==> src/rtl/alu_pkg.sv <==
// Shared opcodes, FSM states and flag bundle for the EX-stage ALU.
package alu_pkg;

  localparam logic [4:0] OP_ADD = 5'b00110;
  localparam logic [4:0] OP_SUB = 5'b00111;
  localparam logic [4:0] OP_MUL = 5'b01000;
  localparam logic [4:0] OP_DIV = 5'b01001;
  localparam logic [4:0] OP_AND = 5'b01010;
  localparam logic [4:0] OP_OR  = 5'b01011;
  localparam logic [4:0] OP_SHL = 5'b01100;
  localparam logic [4:0] OP_SHR = 5'b01101;
  localparam logic [4:0] OP_CMP = 5'b01110;
  localparam logic [4:0] OP_NOT = 5'b01111;
  localparam logic [4:0] OP_NOP = 5'b11111;

  typedef enum logic [1:0] {
    IDLE,
    RUN_MUL,
    RUN_DIV,
    DONE
  } state_t;

  typedef struct packed {
    logic z;
    logic n;
    logic c;
    logic v;
  } flags_t;

endpackage

==> src/rtl/alu_seq_muldiv.sv <==
// Iterative engine: shift-add multiply / restoring divide,
// one bit per step, WIDTH steps per operation.
module alu_seq_muldiv
  import alu_pkg::*;
#(
  parameter int WIDTH   = 32,
  parameter int SHAMT_W = $clog2(WIDTH)
) (
  input  logic             clk,
  input  logic             reset,
  input  logic             start,
  input  logic             is_div,
  input  logic [WIDTH-1:0] a,
  input  logic [WIDTH-1:0] b,
  input  logic             step,
  output logic             last,
  output logic [WIDTH-1:0] res
);

  localparam logic [SHAMT_W-1:0] LAST_CNT =
    SHAMT_W'(WIDTH - 1);

  logic               mode;
  logic [WIDTH-1:0]   acc;
  logic [WIDTH-1:0]   x;
  logic [WIDTH-1:0]   y;
  logic [SHAMT_W-1:0] cnt;

  // div: acc = remainder, x = dividend/quotient, y = divisor
  // mul: acc = product, x = multiplicand, y = multiplier
  logic [WIDTH:0]   sh;
  logic             ge;
  logic [WIDTH-1:0] diff;

  always_comb begin
    sh   = {acc, x[WIDTH-1]};
    ge   = (sh >= {1'b0, y});
    diff = sh[WIDTH-1:0] - y;
  end

  always_ff @(posedge clk or posedge reset) begin
    if (reset) begin
      mode <= 1'b0;
      acc  <= '0;
      x    <= '0;
      y    <= '0;
      cnt  <= '0;
    end else if (start) begin
      mode <= is_div;
      acc  <= '0;
      x    <= a;
      y    <= b;
      cnt  <= '0;
    end else if (step) begin
      cnt <= cnt + 1'b1;
      if (mode) begin
        acc <= ge ? diff : sh[WIDTH-1:0];
        x   <= {x[WIDTH-2:0], ge};
      end else begin
        if (y[0])
          acc <= acc + x;
        x <= x << 1;
        y <= y >> 1;
      end
    end
  end

  assign last = (cnt == LAST_CNT);
  assign res  = mode ? x : acc;

endmodule

==> src/rtl/alu_exec_unit.sv <==
// EX-stage ALU with valid/ready handshake and iterative MUL/DIV.
// ALU_FAST_MUL_EN: single-cycle combinational multiply.
module alu_exec_unit
  import alu_pkg::*;
#(
  parameter int WIDTH   = 32,
  parameter int SHAMT_W = $clog2(WIDTH)
) (
  input  logic             clk,
  input  logic             reset,
  input  logic             op_valid,
  output logic             op_ready,
  input  logic [4:0]       alu_control,
  input  logic [WIDTH-1:0] operand_a,
  input  logic [WIDTH-1:0] operand_b,
  output logic             result_valid,
  input  logic             result_ready,
  output logic [WIDTH-1:0] result,
  output logic             flag_z,
  output logic             flag_n,
  output logic             flag_c,
  output logic             flag_v,
  output logic             div_by_zero,
  output logic             illegal_op
);

  localparam int M = WIDTH - 1;

  state_t state;
  flags_t flg;
  logic   accept;

  logic [WIDTH:0]   add_w;
  logic [WIDTH:0]   sub_w;
  logic [WIDTH-1:0] sc_res;
  flags_t           sc_f;
  logic             sc_dbz;
  logic             sc_ill;
  logic             zn_en;
  logic             start_mul;
  logic             start_div;

  logic             eng_step;
  logic             eng_last;
  logic [WIDTH-1:0] eng_res;

  assign op_ready = (state == IDLE) &&
                    (!result_valid || result_ready);
  assign accept   = op_valid && op_ready;

  assign add_w = {1'b0, operand_a} + {1'b0, operand_b};
  assign sub_w = {1'b0, operand_a} - {1'b0, operand_b};

  always_comb begin
    sc_res    = '0;
    sc_f      = '0;
    sc_dbz    = 1'b0;
    sc_ill    = 1'b0;
    zn_en     = 1'b1;
    start_mul = 1'b0;
    start_div = 1'b0;
    case (alu_control)
      OP_ADD: begin
        sc_res = add_w[M:0];
        sc_f.c = add_w[WIDTH];
        sc_f.v = (operand_a[M] == operand_b[M]) &&
                 (add_w[M] != operand_a[M]);
      end
      OP_SUB, OP_CMP: begin
        sc_res = sub_w[M:0];
        sc_f.c = ~sub_w[WIDTH];
        sc_f.v = (operand_a[M] != operand_b[M]) &&
                 (sub_w[M] != operand_a[M]);
      end
      OP_MUL: begin
`ifdef ALU_FAST_MUL_EN
        sc_res = operand_a * operand_b;
`else
        start_mul = 1'b1;
`endif
      end
      OP_DIV: begin
        if (operand_b == '0) begin
          sc_res = '1;
          sc_dbz = 1'b1;
        end else begin
          start_div = 1'b1;
        end
      end
      OP_AND: sc_res = operand_a & operand_b;
      OP_OR:  sc_res = operand_a | operand_b;
      OP_NOT: sc_res = ~operand_a;
      OP_SHL: sc_res = operand_a << operand_b[SHAMT_W-1:0];
      OP_SHR: sc_res = operand_a >> operand_b[SHAMT_W-1:0];
      OP_NOP: zn_en = 1'b0;
      default: begin
        zn_en  = 1'b0;
        sc_ill = 1'b1;
      end
    endcase
    sc_f.z = zn_en && (sc_res == '0);
    sc_f.n = zn_en && sc_res[M];
  end

  assign eng_step = (state == RUN_MUL) || (state == RUN_DIV);

  alu_seq_muldiv #(
    .WIDTH   (WIDTH),
    .SHAMT_W (SHAMT_W)
  ) u_muldiv (
    .clk    (clk),
    .reset  (reset),
    .start  (accept && (start_mul || start_div)),
    .is_div (start_div),
    .a      (operand_a),
    .b      (operand_b),
    .step   (eng_step),
    .last   (eng_last),
    .res    (eng_res)
  );

  always_ff @(posedge clk or posedge reset) begin
    if (reset) begin
      state        <= IDLE;
      result_valid <= 1'b0;
      result       <= '0;
      flg          <= '0;
      div_by_zero  <= 1'b0;
      illegal_op   <= 1'b0;
    end else begin
      case (state)
        IDLE: begin
          if (result_valid && result_ready)
            result_valid <= 1'b0;
          if (accept) begin
            if (start_mul) begin
              state <= RUN_MUL;
            end else if (start_div) begin
              state <= RUN_DIV;
            end else begin
              result       <= sc_res;
              flg          <= sc_f;
              div_by_zero  <= sc_dbz;
              illegal_op   <= sc_ill;
              result_valid <= 1'b1;
            end
          end
        end
        RUN_MUL, RUN_DIV: begin
          if (eng_last)
            state <= DONE;
        end
        DONE: begin
          result       <= eng_res;
          flg.z        <= (eng_res == '0);
          flg.n        <= eng_res[M];
          flg.c        <= 1'b0;
          flg.v        <= 1'b0;
          div_by_zero  <= 1'b0;
          illegal_op   <= 1'b0;
          result_valid <= 1'b1;
          state        <= IDLE;
        end
        default: state <= IDLE;
      endcase
    end
  end

  assign flag_z = flg.z;
  assign flag_n = flg.n;
  assign flag_c = flg.c;
  assign flag_v = flg.v;

endmodule

==> config.mk <==
export PLATFORM = sky130hd
export DESIGN_NAME = alu_exec_unit
export DESIGN_NICKNAME = d
export VERILOG_FILES = /design/src/rtl/alu_pkg.sv /design/src/rtl/alu_seq_muldiv.sv /design/src/rtl/alu_exec_unit.sv
export SDC_FILE = /design/constraint.sdc
export NUM_CORES = 1
export LEC_CHECK = 0
export CAP_MARGIN = 10
export CORE_ASPECT_RATIO = 0.7
export CORE_MARGIN = 2
export CORE_UTILIZATION = 43
export DETAILED_ROUTE_END_ITERATION = 8
export GPL_TIMING_DRIVEN = 0
export PLACE_DENSITY = 0.7
export SKIP_LAST_GASP = 1
export SYNTH_ARGS = -nofsm -noshare
export SYNTH_HDL_FRONTEND = slang
export SYNTH_SLANG_ARGS = --single-unit
==> constraint.sdc <==
create_clock -name clk -period 5.45 [get_ports clk]
set_input_delay 1.09 -clock clk [delete_from_list [all_inputs] [get_ports clk]]
set_output_delay 1.09 -clock clk [all_outputs]
set_load 0.03 [all_outputs]
**Sequential cells grouped by signal name**

The bar under the picture is 100 um long.
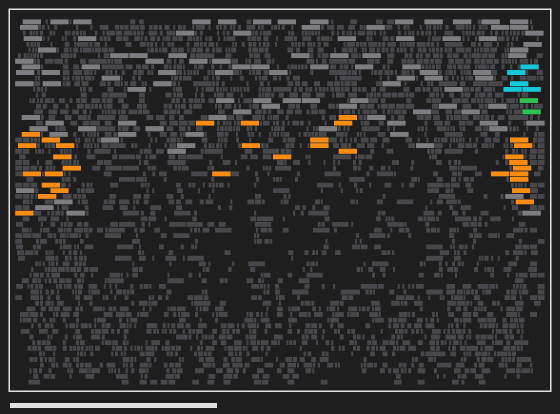
[green] `state` | flops: 2
[cyan] `u_muldiv.cnt` | flops: 5 | where: upper right
[orange] `result` | flops: 32 | where: a band across the middle
flop share of the area: 15.7%
Register Area: 3580 um^2
final core utilization: 50.2%

**Cell placement**

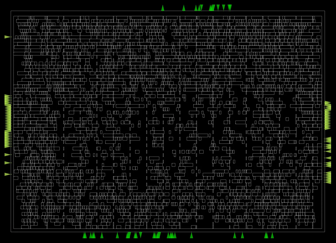
Layout fillers: 4,447
flip-flops: 143
area of the core: 45,300 um^2

==> out/results.ini <==
[status]
status=finished, violations left
failed_checks=setup timing

[global_route]
antenna_found_initial=7
grt.total_usage_pct=45.1
top_usage_layer=met1
grt_overflow_total=0
met2_usage_pct=56.8
use_met3_pct=23.8
grt_max_degree=76
grt_pass1_wl_um=155000
grtUsageMet1_pct=64.7
grt_pass1_vias=21439

[layout]
nets=2988
finalInstanceArea_um2=22700
area_growth_pct=14.4
drive_above_1_share_pct=8.55
stdcell_count=3354

[setup_path]
startpoint_type=input pin
slowest_stage=nor4_1
endpoint_kind=flip-flop
required_ns=5.79
worst_r2r_path_depth=13
crit_chain=clkdlybuf4s50_1, nor4_1, and4_1, and3_1, clkbuf_1, clkbuf_2, a2111oi_2, o311ai_1, o21ai_1, nand3_1, nor4_1, nand4_1, o21ai_1
cp.arrival_ns=5.89
critical_path.max_stage_delay_ns=1.11
critPathKind=in2reg
worstPathMaxFanout=10

[yosys]
synth.distinct_cells=94
ys_cells=2601
syn_area_um2=19900
edf_count=0
synth_flop_count=143
synthesis.instances=2601
syn-num-nets=2852
yosysWarningCount=0
ys_async_sr_fraction_pct=100
ys_chip_area_um2=19900
syn_avg_cell_area_um2=7.64
synth_seq_share_pct=18.0
flop_cell=dfrtp_1

[place]
portBuffers=111
place_area_um2=21800
gp_congestion=1.10
dp.cells=3319
dp_hpwl_um=89600

[cts]
clk_pin_slew_ns=0.07
htreeDepth=4
cts_tree=done
ctsHoldBuffers=0
cts_buffers=17
clock-root-buffer=clkbuf_16
cts_sinks=143
clock_path_buffers=2
clk_latency_ns=0.46

[floorplan]
io_pins=113
initCoreUtil_pct=43.9
rows=65
die_y_um=184
die_width_um=261
die_area_um2=48000

[route]
ant_nets=0
drtPass1Iterations=6
vias_per_cell=7.01
routed_wl_um=110000
wl_met3_um=19600
via_count=23526
routed-wl-met2_um=39700
dr.first_iter.drc_count=3863
drc_errors=0
highest_layer=met5
wl_met1_um=47100
wl_per_cell_um=32.8

[power]
power_frac_clock_pct=11.0
p_sw_share_pct=54.8
p_leak_nw=9.73
p_seq_share_pct=18.0
p_int_mw=5.21
netSwitchingPower_mw=6.31
p_per_area_nw_per_um2=507
pwr-share-comb_pct=70.9
ir_drop_v=0.000364

[final_timing]
maxSlewHeadroom_pct=16.5
timing.final.ws_setup_ns=-0.102
hold_violations=0
period_used_pct=102
rsz0062_at_grt=no
clock_skew_ns=0.0135
maxSlewViolCount=0
fmax_mhz=180
fin_setup_tns_ns=-0.170
tightest_slew_ns=1.24
setup_viol=2
period_minus_slack_ns=5.55

[job]
warnings=103
cap_violations=0

[worst_hold_path]
hold_class=reg2reg
hold_depth=2

## stage by stage
step                      hold slack (ns)  setup slack [ns]  utilization, %  power (mW)
after floorplan                     0.466             0.522               -        7.22
after global placement              0.461             -2.67            48.0        9.55
after detailed placement            0.479             -2.69            48.2        9.71
after CTS                           0.494          -0.00958            49.9        11.0
after global routing                0.519            0.0107            50.2        12.1
final                               0.493            -0.102            50.2        11.5
## worst max-delay path, delay by kind of cell
kind / cells / cell delay, ns
buffers and inverters: 3 / 2.04
AND/OR/NAND/NOR: 6 / 2.01
AND-OR/OR-AND: 4 / 0.74
## cell type report
| class | instances | area [um^2] |
|---|---|---|
| diodes | 1 | 2.50 |
| plain buffers | 176 | 816 |
| clock buffers | 19 | 453 |
| clock inverters | 13 | 151 |
| fillers | 4447 | 22600 |
| inverters | 157 | 604 |
| multi-input cells | 2124 | 15200 |
| flip-flops and latches | 143 | 3580 |
| well taps | 603 | 754 |
| repair buffers | 118 | 1190 |
## path summary, 6_finish.rpt
| kind | slack (ns) | end | start |
|---|---|---|---|
| max | -0.10 | flag_z | operand_b[7] |
| min | 0.49 | result[8] | result[8] |
| max reg2reg | 0.69 | u_muldiv.acc[5] | u_muldiv.x[31] |
| min reg2reg | 0.49 | result[8] | result[8] |
| max in group asynchronous | 3.44 | u_muldiv.acc[28] | reset |
| min in group asynchronous | 1.14 | result[7] | reset |
## synth_stat cells, types with 26 or more instances
master | number | area share, %
nand2_1 | 271 | 5.1
nor2_1 | 232 | 4.4
a21oi_1 | 210 | 5.3
o21ai_0 | 208 | 5.2
ha_1 | 174 | 11
inv_1 | 153 | 2.9
dfrtp_1 | 143 | 18
mux2i_1 | 129 | 6.5
clkbuf_1 | 115 | 2.2
nor3_1 | 67 | 1.7
a211oi_1 | 64 | 2.4
nand3_1 | 63 | 1.6
mux4_2 | 48 | 5.4
xnor2_1 | 46 | 2.0
buf_2 | 44 | 1.1
a21o_1 | 43 | 1.6
nand4_1 | 32 | 1.0
o211ai_1 | 28 | 1.1
nor4_1 | 26 | 0.82
## power groups by stage
stage	registers [mW]	clock network [mW]	logic [mW]
floorplan	2.11	0	5.11
global placement	2.04	0	7.51
detailed placement	2.06	0	7.66
CTS	2.05	1.25	7.74
global route	2.12	1.30	8.72
finish	2.08	1.27	8.17
## logic make-up (layout without fill, tap and decap cells)
kind of cell,after synthesis,count (layout),share of synthesized area [%]
AND/OR/NAND/NOR,832,832,19.5
multiplexers,204,204,13.5
XOR/XNOR,66,66,2.91
other,0,1,0
flip-flops,143,143,18.0
adder cells (fa/ha/maj),178,178,11.4
buffers and inverters,334,483,6.83
AND-OR/OR-AND,844,844,27.9
## cell usage in the layout (no fill, tap or decap), types with 63 or more instances in the layout
cell,instances
dfrtp_1,143
clkdlybuf4s50_1,109
o21ai_0,205
nand3_1,63
nor2_1,231
a21oi_1,207
inv_1,152
nand2_1,271
clkbuf_1,107
mux2i_1,128
ha_1,173
## what timing repair did
| action | CTS | global route |
|---|---|---|
| pin swaps | 3 | 2 |
| setup buffers | 2 | 0 |
| gates resized | 39 | 49 |
| endpoints found under the setup margin | 33 | 17 |
Power figures rest on the tool's default switching activity, not on a simulated workload.
